[src/rtl/uart_tx_dev_if.sv]
// uart_tx_dev_if: Bridge-side register bus for the UART transmitter.
//   Addr  32  byte address (only [3:2] decoded by the device)
//   WE     1  write strobe, already qualified by Bridge decode
//   Din   32  write data
//   Dout  32  read data, combinational from Addr
// master = Bridge/CPU side, slave = device side.
interface uart_tx_dev_if;
   logic [31:0] Addr;
   logic        WE;
   logic [31:0] Din;
   logic [31:0] Dout;

   modport master (output Addr, output WE, output Din, input Dout);
   modport slave  (input Addr, input WE, input Din, output Dout);
endinterface

[src/rtl/uart_tx_dev.sv]
// uart_tx_dev: memory-mapped UART transmitter with an 8-entry byte FIFO.
// Ports:
//   clk    system clock, all state on posedge
//   reset  asynchronous, active-low
//   bus    uart_tx_dev_if.slave register port (Addr/WE/Din/Dout)
//   IRQ    level interrupt, ie & done
//   tx     serial line, idle high
// Register map (Addr[3:2]): 0 DATA, 1 STATUS, 2 DIV, 3 CTRL.
// Optional feature: define UART_TX_PARITY_EN to add a parity bit after the
// data bits (CTRL[2] selects odd parity).
module uart_tx_dev #(
   parameter int          FIFO_DEPTH = 8,
   parameter logic [15:0] DIV_RESET  = 16'd16
) (
   input  logic           clk,
   input  logic           reset,
   uart_tx_dev_if.slave   bus,
   output logic           IRQ,
   output logic           tx
);
   localparam int AW = $clog2(FIFO_DEPTH);
   localparam int CW = AW + 1;

   typedef enum logic [2:0] {S_IDLE, S_START, S_DATA, S_PARITY, S_STOP} state_t;

   state_t          state, state_n;
   logic [15:0]     div_q, div_eff, bit_div, bit_cnt;
   logic            en_q, ie_q, odd_q, ovf_q, done_q;
   logic [7:0]      mem [FIFO_DEPTH];
   logic [AW-1:0]   wptr, rptr;
   logic [CW-1:0]   cnt;
   logic [7:0]      shreg;
   logic [2:0]      bit_idx;
   logic            par_bit;
   logic [31:0]     rdata;

   // register decode
   logic wr_data, wr_status, wr_div, wr_ctrl;
   assign wr_data   = bus.WE && (bus.Addr[3:2] == 2'd0);
   assign wr_status = bus.WE && (bus.Addr[3:2] == 2'd1);
   assign wr_div    = bus.WE && (bus.Addr[3:2] == 2'd2);
   assign wr_ctrl   = bus.WE && (bus.Addr[3:2] == 2'd3);

   logic full, empty, busy, pop, push, bit_end, done_set;
   assign full     = (cnt == CW'(FIFO_DEPTH));
   assign empty    = (cnt == '0);
   assign busy     = (state != S_IDLE);
   assign pop      = (state == S_IDLE) && en_q && !empty;
   // a pop in the same cycle frees a slot, so a push into a full FIFO is kept
   assign push     = wr_data && (!full || pop);
   assign bit_end  = (bit_cnt == 16'd0);
   assign done_set = (state == S_STOP) && bit_end && empty;
   assign div_eff  = (div_q == 16'd0) ? 16'd1 : div_q;

   // ---------------- registers ----------------
   always_ff @(posedge clk or negedge reset) begin
      if (!reset) begin
         div_q  <= DIV_RESET;
         en_q   <= 1'b0;
         ie_q   <= 1'b0;
         ovf_q  <= 1'b0;
         done_q <= 1'b0;
      end else begin
         if (wr_div) div_q <= bus.Din[15:0];
         if (wr_ctrl) begin
            en_q <= bus.Din[0];
            ie_q <= bus.Din[1];
         end
         if (wr_data && !push) ovf_q <= 1'b1;
         else if (wr_status)   ovf_q <= 1'b0;
         // set wins over a same-cycle clear
         if (done_set)                   done_q <= 1'b1;
         else if (wr_status || wr_data)  done_q <= 1'b0;
      end
   end

`ifdef UART_TX_PARITY_EN
   always_ff @(posedge clk or negedge reset) begin
      if (!reset)       odd_q <= 1'b0;
      else if (wr_ctrl) odd_q <= bus.Din[2];
   end

   always_ff @(posedge clk or negedge reset) begin
      if (!reset)   par_bit <= 1'b0;
      else if (pop) par_bit <= (^mem[rptr]) ^ odd_q;
   end
`else
   assign odd_q   = 1'b0;
   assign par_bit = 1'b0;
`endif

   // ---------------- FIFO ----------------
   always_ff @(posedge clk) begin
      if (push) mem[wptr] <= bus.Din[7:0];
   end

   always_ff @(posedge clk or negedge reset) begin
      if (!reset) begin
         wptr <= '0;
         rptr <= '0;
         cnt  <= '0;
      end else begin
         if (push) wptr <= wptr + AW'(1);
         if (pop)  rptr <= rptr + AW'(1);
         case ({push, pop})
            2'b10:   cnt <= cnt + CW'(1);
            2'b01:   cnt <= cnt - CW'(1);
            default: ;
         endcase
      end
   end

   // ---------------- FSM ----------------
   always_ff @(posedge clk or negedge reset) begin
      if (!reset) state <= S_IDLE;
      else        state <= state_n;
   end

   always_comb begin
      state_n = state;
      case (state)
         S_IDLE:   if (pop) state_n = S_START;
         S_START:  if (bit_end) state_n = S_DATA;
`ifdef UART_TX_PARITY_EN
         S_DATA:   if (bit_end && bit_idx == 3'd7) state_n = S_PARITY;
         S_PARITY: if (bit_end) state_n = S_STOP;
`else
         S_DATA:   if (bit_end && bit_idx == 3'd7) state_n = S_STOP;
`endif
         S_STOP:   if (bit_end) state_n = S_IDLE;
         default:  state_n = S_IDLE;
      endcase
   end

   always_comb begin
      tx = 1'b1;
      case (state)
         S_START:  tx = 1'b0;
         S_DATA:   tx = shreg[0];
         S_PARITY: tx = par_bit;
         default:  tx = 1'b1;
      endcase
   end

   // bit timer and shifter; bit_div is frozen per frame so DIV writes
   // only affect the next frame
   always_ff @(posedge clk or negedge reset) begin
      if (!reset) begin
         bit_div <= 16'd1;
         bit_cnt <= 16'd0;
         shreg   <= 8'd0;
         bit_idx <= 3'd0;
      end else if (pop) begin
         shreg   <= mem[rptr];
         bit_div <= div_eff;
         bit_cnt <= div_eff - 16'd1;
         bit_idx <= 3'd0;
      end else if (busy) begin
         if (bit_end) begin
            bit_cnt <= bit_div - 16'd1;
            if (state == S_DATA) begin
               shreg   <= {1'b0, shreg[7:1]};
               bit_idx <= bit_idx + 3'd1;
            end
         end else begin
            bit_cnt <= bit_cnt - 16'd1;
         end
      end
   end

   // ---------------- read mux / IRQ ----------------
   always_comb begin
      rdata = '0;
      case (bus.Addr[3:2])
         2'd1: begin
            rdata[0]      = busy;
            rdata[1]      = full;
            rdata[2]      = empty;
            rdata[3]      = ovf_q;
            rdata[4]      = done_q;
            rdata[8 +: CW] = cnt;
         end
         2'd2: rdata[15:0] = div_q;
         2'd3: rdata[2:0]  = {odd_q, ie_q, en_q};
         default: rdata = '0;
      endcase
   end

   assign bus.Dout = rdata;
   assign IRQ      = ie_q & done_q;

   logic unused_ok;
   assign unused_ok = ^{bus.Addr[31:4], bus.Addr[1:0], bus.Din[31:16]};
endmodule

[src/flat_wrapper.sv]
// flat-port wrapper written by rule: the top's interface ports become plain ports
module uart_tx_dev_flat 
#(
   parameter int          FIFO_DEPTH = 8,
   parameter logic [15:0] DIV_RESET  = 16'd16
)
  (clk, reset, IRQ, tx, bus_Addr, bus_WE, bus_Din, bus_Dout);
  uart_tx_dev_if bus_i ();
  input  logic clk;
  input  logic reset;
  output logic IRQ;
  output logic tx;
  input wire logic [$bits(bus_i.Addr)-1:0] bus_Addr;
  input wire logic [$bits(bus_i.WE)-1:0] bus_WE;
  input wire logic [$bits(bus_i.Din)-1:0] bus_Din;
  output wire logic [$bits(bus_i.Dout)-1:0] bus_Dout;
  assign bus_i.Addr = bus_Addr;
  assign bus_i.WE = bus_WE;
  assign bus_i.Din = bus_Din;
  assign bus_Dout = bus_i.Dout;
  uart_tx_dev #(.FIFO_DEPTH(FIFO_DEPTH), .DIV_RESET(DIV_RESET)) u_core (.clk(clk), .reset(reset), .bus(bus_i), .IRQ(IRQ), .tx(tx));
endmodule
[config.mk]
export PLATFORM = sky130hd
export DESIGN_NAME = uart_tx_dev_flat
export DESIGN_NICKNAME = d
export VERILOG_FILES = /design/src/rtl/uart_tx_dev_if.sv /design/src/rtl/uart_tx_dev.sv /design/src/flat_wrapper.sv
export SDC_FILE = /design/constraint.sdc
export NUM_CORES = 1
export LEC_CHECK = 0
export CAP_MARGIN = 20
export CORE_UTILIZATION = 54
export CTS_CLUSTER_SIZE = 25
export DETAILED_ROUTE_END_ITERATION = 8
export GPL_TIMING_DRIVEN = 0
export MAX_ROUTING_LAYER = met4
export PLACE_DENSITY = 0.86
export RECOVER_POWER = 25
export SYNTH_ARGS = -nofsm -noshare
export SYNTH_HDL_FRONTEND = slang
export SYNTH_SLANG_ARGS = --single-unit
[constraint.sdc]
create_clock -name clk -period 3.6 [get_ports clk]
set_clock_uncertainty 0.05 [all_clocks]
set_input_delay 0.36 -clock clk [delete_from_list [all_inputs] [get_ports clk]]
set_output_delay 0.36 -clock clk [all_outputs]
set_load 0.02 [all_outputs]
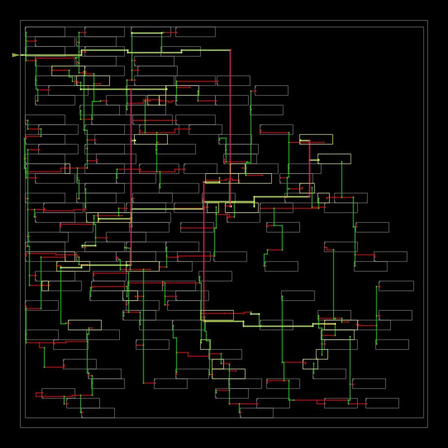
*The clock network*
insertion delay to the later sink of the worst-skew pair: 0.43 ns
count of clock buffers in the final design: 17

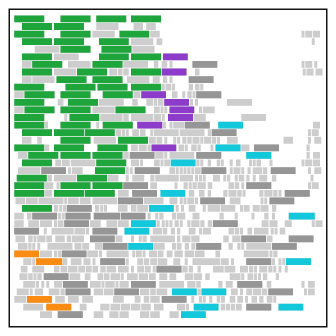
*Sequential cells colored by netlist name*
Other sequential cells in the stronger gray, the rest of the logic in the fainter gray.
- orange: u_core.cnt (flops 4; where south-west)
- cyan: u_core.bit_div (flops 16)
- green: u_core.mem (flops 64)
- purple: u_core.shreg (flops 8)
- not colored: 48

==> results_dict.tcl <==
# metrics dict for downstream scripts
set metrics [dict create \
    power_density_over_cell_area_nw_per_um2 723.4 \
    average_size_of_a_mapped_cell_um2 11.83 \
    clock_tree.htree_level_count 4 \
    yosysMostFrequentCell "sky130_fd_sc_hd__nand2_1" \
    max_freq_mhz 286.3 \
    area_growth_pct 18.87 \
    detailedPlace.worstSlack_ns -0.5121 \
    wire_per_inst_um 20.60 \
    cp_data_required_time_ns 3.90 \
    maxSlewHeadroom_pct 32.48 \
    hold_ws_ns 0.4366 \
    critPathBufInv 4 \
    endpoint_kind "flip-flop" \
    ys_top_cells_by_count "sky130_fd_sc_hd__nand2_1, sky130_fd_sc_hd__dfrtp_1, sky130_fd_sc_hd__edfxtp_1, sky130_fd_sc_hd__nor2_1, sky130_fd_sc_hd__a21oi_1" \
    flop_cell "sky130_fd_sc_hd__dfrtp_1" \
    top_ports 101 \
    worstMarginPinSlew_ns 1.013 \
    dpl-instance-area_um2 7378 \
    synth.distinct_cells 65 \
    ctsLongestPathBuffers 2 \
    largest_net_degree_at_the_start_of_global_routing 62 \
    grt_antenna_before_repair 0 \
    detailed_place_hpwl_mm 11.21 \
    total_global_routing_overflow 0 \
    worstPathArrival_ns 3.79 \
    finalCritPeriodShare_pct 97.04 \
    fin_area_um2 7960 \
    antenna_diodes 0 \
    timing.hold.worst.class "reg -> reg" \
    yosysCellCount 566 \
    post-route-min-period_ns 3.493 \
    route.antenna.remaining_nets 0 \
    timing.max_cap.violations 0 \
    cellLeakagePower_nw 3.146 \
    critical-path-max-stage-delay_ns 0.55 \
    layout.nets 722 \
    timing.setup.critical_path_class "reg -> reg" \
    ff_latch_count_synth 140 \
    utilization_pct 66.00 \
    drtIter0Drc 423 \
    seqCellArea_um2 3827 \
    wire_length_of_the_first_global_routing_pass_mm 27.21 \
    die-height_um 113.4 \
    gp_congestion 0.9280 \
    synth.top_cell.area_share_pct 28.70 \
    layout.cells.non_filler 823 \
    fp.dieArea_um2 12850 \
    power_w 0.005758 \
    num_rows 40 \
    via_density_per_instance 6.053 \
    detailedRoute.firstPassIterationCount 6 \
    rsz_0062_raised_after_global_routing "false" \
    track_usage_pct 29.61 \
    synthDominantAreaCellType "sky130_fd_sc_hd__edfxtp_1" \
    timing.final.max_slew_violations 0 \
    synth-area-yosys_um2 6696 \
    seq_area_frac_synth_pct 57.14 \
    drive_gt1_share_pct 16.18 \
    setup_total_negative_slack_ns 0 \
    synthArstFlopShare_pct 54.29 \
    cts_inserted_buffers 17 \
    mappedNetlistArea_um2 6696 \
    overall_routed_net_length_mm 16.95 \
    clock_sinks 140 \
    edf_count 64 \
    clock_tree_from_tritoncts "done" \
    synthTopCellsByArea "sky130_fd_sc_hd__edfxtp_1, sky130_fd_sc_hd__dfrtp_1, sky130_fd_sc_hd__mux4_2, sky130_fd_sc_hd__nand2_1, sky130_fd_sc_hd__mux2_2" \
    timing.final.ws_setup_ns 0.1066 \
    outcome "completed" \
    die_width_um 113.4 \
    nFillCells 859 \
    logic_area_um2 2659 \
    slowest_stage "sky130_fd_sc_hd__or4_4" \
    vdd_ir_drop_max_uv 560.3 \
    drt_drc_violations_left 0 \
    root_buffer "sky130_fd_sc_hd__clkbuf_16" \
    clkSlewWorstSetupHoldPaths_ns 0.07 \
    top_cell_family_by_delay_on_the_critical_path "simple AND/OR/NAND/NOR gates" \
    buffer_ports.inserted 38 \
]
==> layer usage <==
layer  routed length, µm  vias up  global-route usage [%]
met1                6453     2450                   34.93
met5                   0        -                       -
met3                1368       66                   6.802
li1                    -     2197                       -
met2                8506      269                   47.61
met4                 622        0                   15.61
==> placed cells by master (no fill, tap or decap), types with 9 or more instances in the layout <==
cell                              instances
sky130_fd_sc_hd__a211oi_1                11
sky130_fd_sc_hd__conb_1                  16
sky130_fd_sc_hd__ha_1                    11
sky130_fd_sc_hd__buf_4                   17
sky130_fd_sc_hd__edfxtp_1                64
sky130_fd_sc_hd__dlygate4sd3_1            9
sky130_fd_sc_hd__a21oi_1                 24
sky130_fd_sc_hd__a31oi_1                 13
sky130_fd_sc_hd__mux4_2                  16
sky130_fd_sc_hd__dfrtp_1                 73
sky130_fd_sc_hd__nor2b_1                 14
sky130_fd_sc_hd__o21ai_1                 14
sky130_fd_sc_hd__clkdlybuf4s50_1         29
sky130_fd_sc_hd__nor2_1                  41
sky130_fd_sc_hd__clkbuf_1                20
sky130_fd_sc_hd__mux2_2                  18
sky130_fd_sc_hd__clkbuf_16               17
sky130_fd_sc_hd__nand2_1                 83
sky130_fd_sc_hd__o21ai_0                  9
==> power breakdown <==
group          internal, W  switching, W  leakage, nW
registers          0.00203      0.000353         1.49
logic             0.000777      0.000947         1.39
clock network     0.000905      0.000746        0.270
==> worst paths after layout <==
| path | start | to | slack (ns) | cells after the start |
|---|---|---|---|---|
| min reg2reg | u_core.bit_div[14] | u_core.bit_div[14] | 0.44 | 2 |
| max reg2reg | u_core.cnt[0] | u_core.bit_cnt[14] | 0.11 | 13 |
| min in group asynchronous | reset | u_core.bit_div[14] | 0.62 | 2 |
| max in group asynchronous | reset | u_core.div_q[4] | 2.02 | 3 |
| max | u_core.cnt[0] | u_core.bit_cnt[14] | 0.11 | 13 |
| min | u_core.bit_div[14] | u_core.bit_div[14] | 0.44 | 2 |
==> what timing repair did <==
| item | in CTS | in global routing |
|---|---|---|
| hold buffers | 1 | 0 |
| hold endpoints to repair | 15 | 0 |
| gates resized | 4 | 8 |
| endpoints found under the setup margin | 5 | 4 |
| pin swaps | 1 | 3 |
| buffers inserted | 1 | 0 |
==> state kept, by name (all words and copies together) (netlist names) <==
signal / flops
u_core.bit_cnt: 16
u_core.bit_div: 16
u_core.bit_idx: 3
u_core.cnt: 4
u_core.div_q: 16
u_core.done_q: 1
u_core.en_q: 1
u_core.ie_q: 1
u_core.mem: 64
u_core.ovf_q: 1
u_core.rptr: 3
u_core.shreg: 8
u_core.state: 3
u_core.wptr: 3
==> cells by family after synthesis <==
| kind of cell | count (synthesis) | share of synthesized area [%] |
|---|---|---|
| mux | 38 | 9.099 |
| buf+inv | 54 | 4.148 |
| xor+xnor | 15 | 1.962 |
| fa+ha+maj | 13 | 2.541 |
| other cells | 1 | 0.05600 |
| simple gates | 198 | 14.72 |
| flops | 140 | 57.14 |
| compound gates | 107 | 10.33 |
==> layout make-up <==
type | count | area share, %
clock inverter | 15 | 1.588
sequential | 140 | 48.08
timing repair buffer | 43 | 5.391
inverter | 10 | 0.4716
tap | 168 | 2.641
clock buffer | 17 | 5.344
multi-input combinational | 387 | 33.40
buffer | 43 | 3.081
No activity file was given, so power comes from the tool's default toggle rates.
